Fig. 1: wiring heat map
Bar = 20 microns. 14 x 14 tiles, from white (low) to dark blue (high), scaled to the fullest tile. Values are wire area over tile area, all layers added.
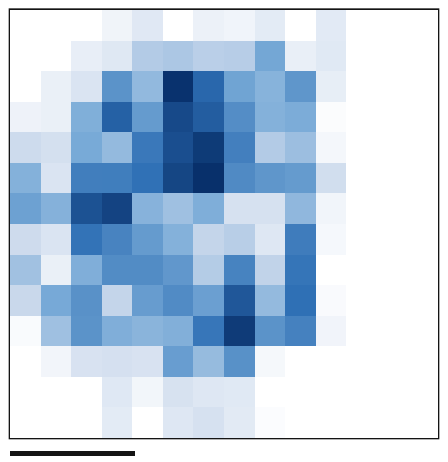
Fig. 2: clock network drawn from the DEF
Bar = 20 microns.
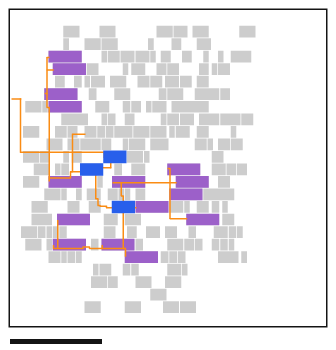
Fig. 3: zoomed window
Window x 14 to 54, y 14 to 54 microns. Cells in grey, sequential cells in the stronger grey; small squares are vias.
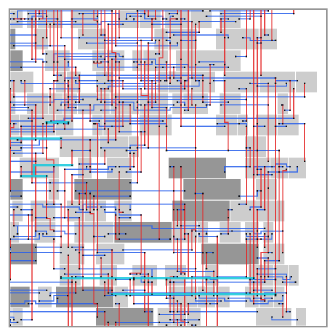
Fig. 4: signal wires on met3
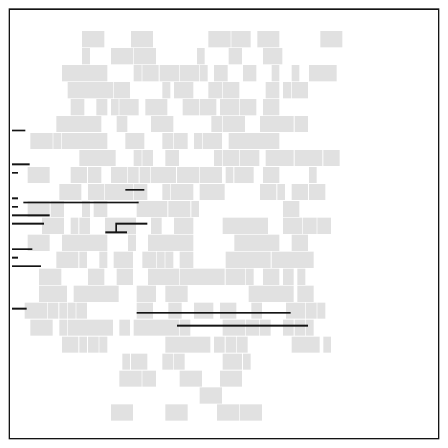
Fig. 5: clock wiring as the flow saved it
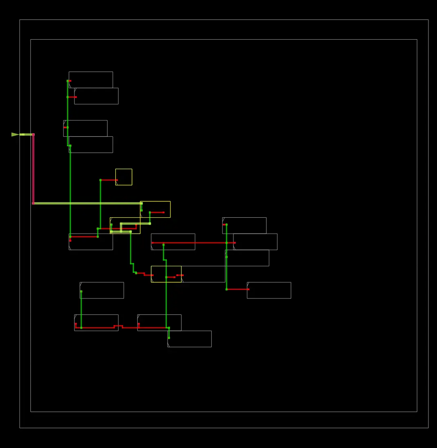
--- config.mk ---
export PLATFORM = sky130hd
export DESIGN_NAME = huff_bit_chunker
export DESIGN_NICKNAME = d
export VERILOG_FILES = /design/src/rtl/huff_pkg.sv /design/src/rtl/huff_bit_chunker.sv
export SDC_FILE = /design/constraint.sdc
export NUM_CORES = 1
export LEC_CHECK = 0
export CAP_MARGIN = 20
export CORE_MARGIN = 1.5
export CORE_UTILIZATION = 30
export DETAILED_ROUTE_END_ITERATION = 10
export SLEW_MARGIN = 20
export SYNTH_ARGS = -nofsm -noshare
export SYNTH_HDL_FRONTEND = slang
export SYNTH_SLANG_ARGS = --single-unit
export TNS_END_PERCENT = 30
--- constraint.sdc ---
create_clock -name clk -period 3.4 [get_ports clk]
set_clock_uncertainty 0.05 [all_clocks]
set_input_delay 0.68 -clock clk [delete_from_list [all_inputs] [get_ports clk]]
set_output_delay 0.68 -clock clk [all_outputs]
set_load 0.01 [all_outputs]
--- src/rtl/huff_pkg.sv ---
// rtl/huff_pkg.sv - shared Huffman decoder constants, chunker state enum and bit-reverse helper
package huff_pkg;

    localparam int HUFF_CHUNK_W_MAX = 4;
    localparam int HUFF_LEN_W       = 3;

    typedef enum logic [1:0] {
        EMPTY = 2'd0,
        EMIT  = 2'd1,
        DONE  = 2'd2
    } chunker_state_t;

    function automatic logic [7:0] bit_reverse8(input logic [7:0] d);
        logic [7:0] r;
        for (int i = 0; i < 8; i++) begin
            r[i] = d[7-i];
        end
        return r;
    endfunction

endpackage

--- src/rtl/huff_bit_chunker.sv ---
// rtl/huff_bit_chunker.sv - slices framed bytes into chunks of up to CHUNK_W bits for the Huffman decoder
// Optional macro HUFF_CHUNKER_LSB_FIRST_EN: bit-reverse each byte so the stream is LSB-first.
module huff_bit_chunker
    import huff_pkg::*;
#(
    parameter int CHUNK_W = 4,
    parameter int BYTE_W  = 8
) (
    input  logic                  clk,
    input  logic                  reset_n,
    input  logic [BYTE_W-1:0]     s_data,
    input  logic                  s_valid,
    input  logic                  s_last,
    input  logic [3:0]            s_last_bits,
    output logic                  s_ready,
    output logic [3:0]            out_bits,
    output logic [HUFF_LEN_W-1:0] out_len,
    output logic                  out_valid,
    input  logic                  out_ready,
    output logic                  out_last,
    output logic                  frame_done
);

    localparam logic [3:0] CW     = 4'(CHUNK_W);
    localparam logic [3:0] BYTE_N = 4'(BYTE_W);

    chunker_state_t    state, state_nx;
    logic [BYTE_W-1:0] buf_q;
    logic [3:0]        rem_q;
    logic              last_q;

    logic [BYTE_W-1:0] byte_in;
    logic [3:0]        rem_in;
    logic [3:0]        len;
    logic              accept;
    logic              xfer;

`ifdef HUFF_CHUNKER_LSB_FIRST_EN
    assign byte_in = bit_reverse8(s_data);
`else
    assign byte_in = s_data;
`endif

    // 0 and anything above a full byte both mean "all 8 bits valid"
    assign rem_in = (s_last && s_last_bits != 4'd0 && s_last_bits <= BYTE_N) ? s_last_bits : BYTE_N;
    assign len    = (rem_q > CW) ? CW : rem_q;
    assign accept = (state == EMPTY) && s_valid;
    assign xfer   = (state == EMIT) && out_ready;

    always_ff @(posedge clk) begin
        if (!reset_n) begin
            state  <= EMPTY;
            buf_q  <= '0;
            rem_q  <= '0;
            last_q <= 1'b0;
        end else begin
            state <= state_nx;
            if (accept) begin
                buf_q  <= byte_in;
                rem_q  <= rem_in;
                last_q <= s_last;
            end else if (xfer) begin
                buf_q <= buf_q << len;
                rem_q <= rem_q - len;
            end
        end
    end

    always_comb begin
        state_nx   = state;
        s_ready    = 1'b0;
        out_valid  = 1'b0;
        out_bits   = '0;
        out_len    = '0;
        out_last   = 1'b0;
        frame_done = 1'b0;
        case (state)
            EMPTY: begin
                // held low during reset so no byte appears accepted while reset_n is asserted
                s_ready = reset_n;
                if (s_valid) state_nx = EMIT;
            end
            EMIT: begin
                out_valid = 1'b1;
                out_bits  = 4'(buf_q >> (BYTE_N - len));
                out_len   = len[HUFF_LEN_W-1:0];
                out_last  = last_q && (rem_q <= CW);
                if (out_ready && rem_q == len) state_nx = last_q ? DONE : EMPTY;
            end
            DONE: begin
                frame_done = 1'b1;
                state_nx   = EMPTY;
            end
            default: state_nx = EMPTY;
        endcase
    end

endmodule

==> flow_summary.json <==
{
  "status": "completed",
  "clk_pin_slew_ns": 0.06,
  "finalSetupViolCount": 0,
  "firstDrtPassIters": 4,
  "die_height_microns": 68.6,
  "met2_length_microns": 1610,
  "gr-usage-all-layers_pct": 15.6,
  "rsz0062_at_grt": "no",
  "cts_tree": "built",
  "drt_iter0_drc": 42,
  "top_cells_by_area": "dfxtp_1 23%, mux2i_1 7.0%, a21oi_1 5.4%, nand2_1 4.4%, nor2_1 3.8%",
  "clockBufferDepth": 2,
  "r2r-start": "rem_q[3]$_SDFFE_PN0P_",
  "warnings": 26,
  "avgViaCountPerCell": 5.44,
  "wl_per_cell_microns": 14.1,
  "vias": 1316,
  "cp-endpoint": "out_bits[2]",
  "routed.top_layer": "met4",
  "tightest_slew_ns": 0.590,
  "drc": 0,
  "nonClkBufAreaFrac_pct": 21.2,
  "grt_max_degree": 23,
  "most-common-layout-cells": "25 x clkdlybuf4s50_1, 15 x nand2_1, 15 x dfxtp_1",
  "nets": 213,
  "synthesis.area_sq_um": 1290,
  "hold_depth": 2,
  "top_usage_layer": "met2",
  "cp.required_ns": 2.67,
  "p_leak_nw": 0.597,
  "diodes": 0,
  "clock_latency_ns": 0.25,
  "clock_sink_count": 15,
  "hold_end": "last_q$_SDFFE_PN0P_",
  "ctsResizeCount": 1,
  "async_flop_share_pct": 0,
  "rr_endpoint": "buf_q[7]$_SDFFE_PN0P_",
  "hold_path_startpoint": "last_q$_SDFFE_PN0P_",
  "placed_area_sq_um": 1620,
  "syn-num-nets": 186,
  "pwr_density_cell_nw_per_um2": 339,
  "syn_to_final_growth_pct": 29.6,
  "sh_seq_area_pct": 18.0,
  "routed_wl_microns": 3410,
  "finalNonFillerCells": 242,
  "cts_setup_buffers": 0,
  "r2r_slack_ns": 1.31,
  "layout.area.seq_sq_um": 300,
  "routedLengthMet1_microns": 1690,
  "holdBufCountCts": 0,
  "dp.cells": 238,
  "yosysUniqueCellTypes": 53,
  "use_met3_pct": 1.46,
  "top_cell_area_share_pct": 23.3,
  "hold_path.class": "reg2reg",
  "ant_nets": 0,
  "n_all_buffers": 38,
  "largest_class": "combinational gates",
  "drive_above_1_share_pct": 13.0,
  "gr-total-overflow": 0,
  "place_ws_ns": 0.234,
  "grt_pass1_vias": 1178,
  "edf_count": 0,
  "grt_pass1_wl_microns": 5640,
  "routed-wl-met3_microns": 102,
  "globalplace.congestion": 0.824,
  "inv_count": 8,
  "peakVddDrop_uv": 225,
  "ys.flops": 15,
  "final.period_utilization_pct": 94.3
}
-- Fig. 1 (at the start) --
nearly empty tiles	35%
fullest tile	0.41
emptiest ninth of the die	lower right
mean over tiles	0.11
tiles over half the peak	25%

-- Fig. 2 (at the start) --
[flip-flops] purple | count: 15
[clock wires] orange | length: 184 microns
[clock drivers] blue | count: 3
routed clock nets	4

-- Fig. 3 (at the start) --
layer	colour
metal 3	cyan
metal 1	blue
metal 2	red
cells with their middle in the window	110
netlist names of flops here include	buf_q (4), rem_q (4)
most frequent	a21oi_1 (11), mux2i_1 (9)
sequential cells in the window	8

-- Fig. 4 (at the start) --
main direction	horizontal
share of all routed wire	3.0%

-- Fig. 5 (at the start) --
Clk. pwr: 0.146 mW
Seq cells: 15
clkbuf count: 3
CTS Buf Count: 3

## report_power, final
| group | internal (mW) | leakage [nW] | switching (mW) |
|---|---|---|---|
| Sequential | 0.189 | 0.124 | 0.0204 |
| Combinational | 0.103 | 0.452 | 0.109 |
| Clock | 0.0822 | 0.0217 | 0.0640 |
| Total | 0.374 | 0.597 | 0.193 |
## kinds of logic after synthesis
| group | share of synthesized area [%] |
|---|---|
| simple gates | 24.1 |
| mux | 10.5 |
| other cells | 0.290 |
| flops | 23.3 |
| compound gates | 30.1 |
| buf+inv | 8.82 |
| fa+ha+maj | 2.91 |
## critical path, stage by stage, from the launching register on
cell and delay (ns):
dfxtp_1 0.38, or3b_1 0.41, ha_1 0.22, ha_1 0.37
nor4b_2 0.22, a21o_1 0.12, clkdlybuf4s50_1 0.53
Power is estimated from default activity; no workload was simulated.
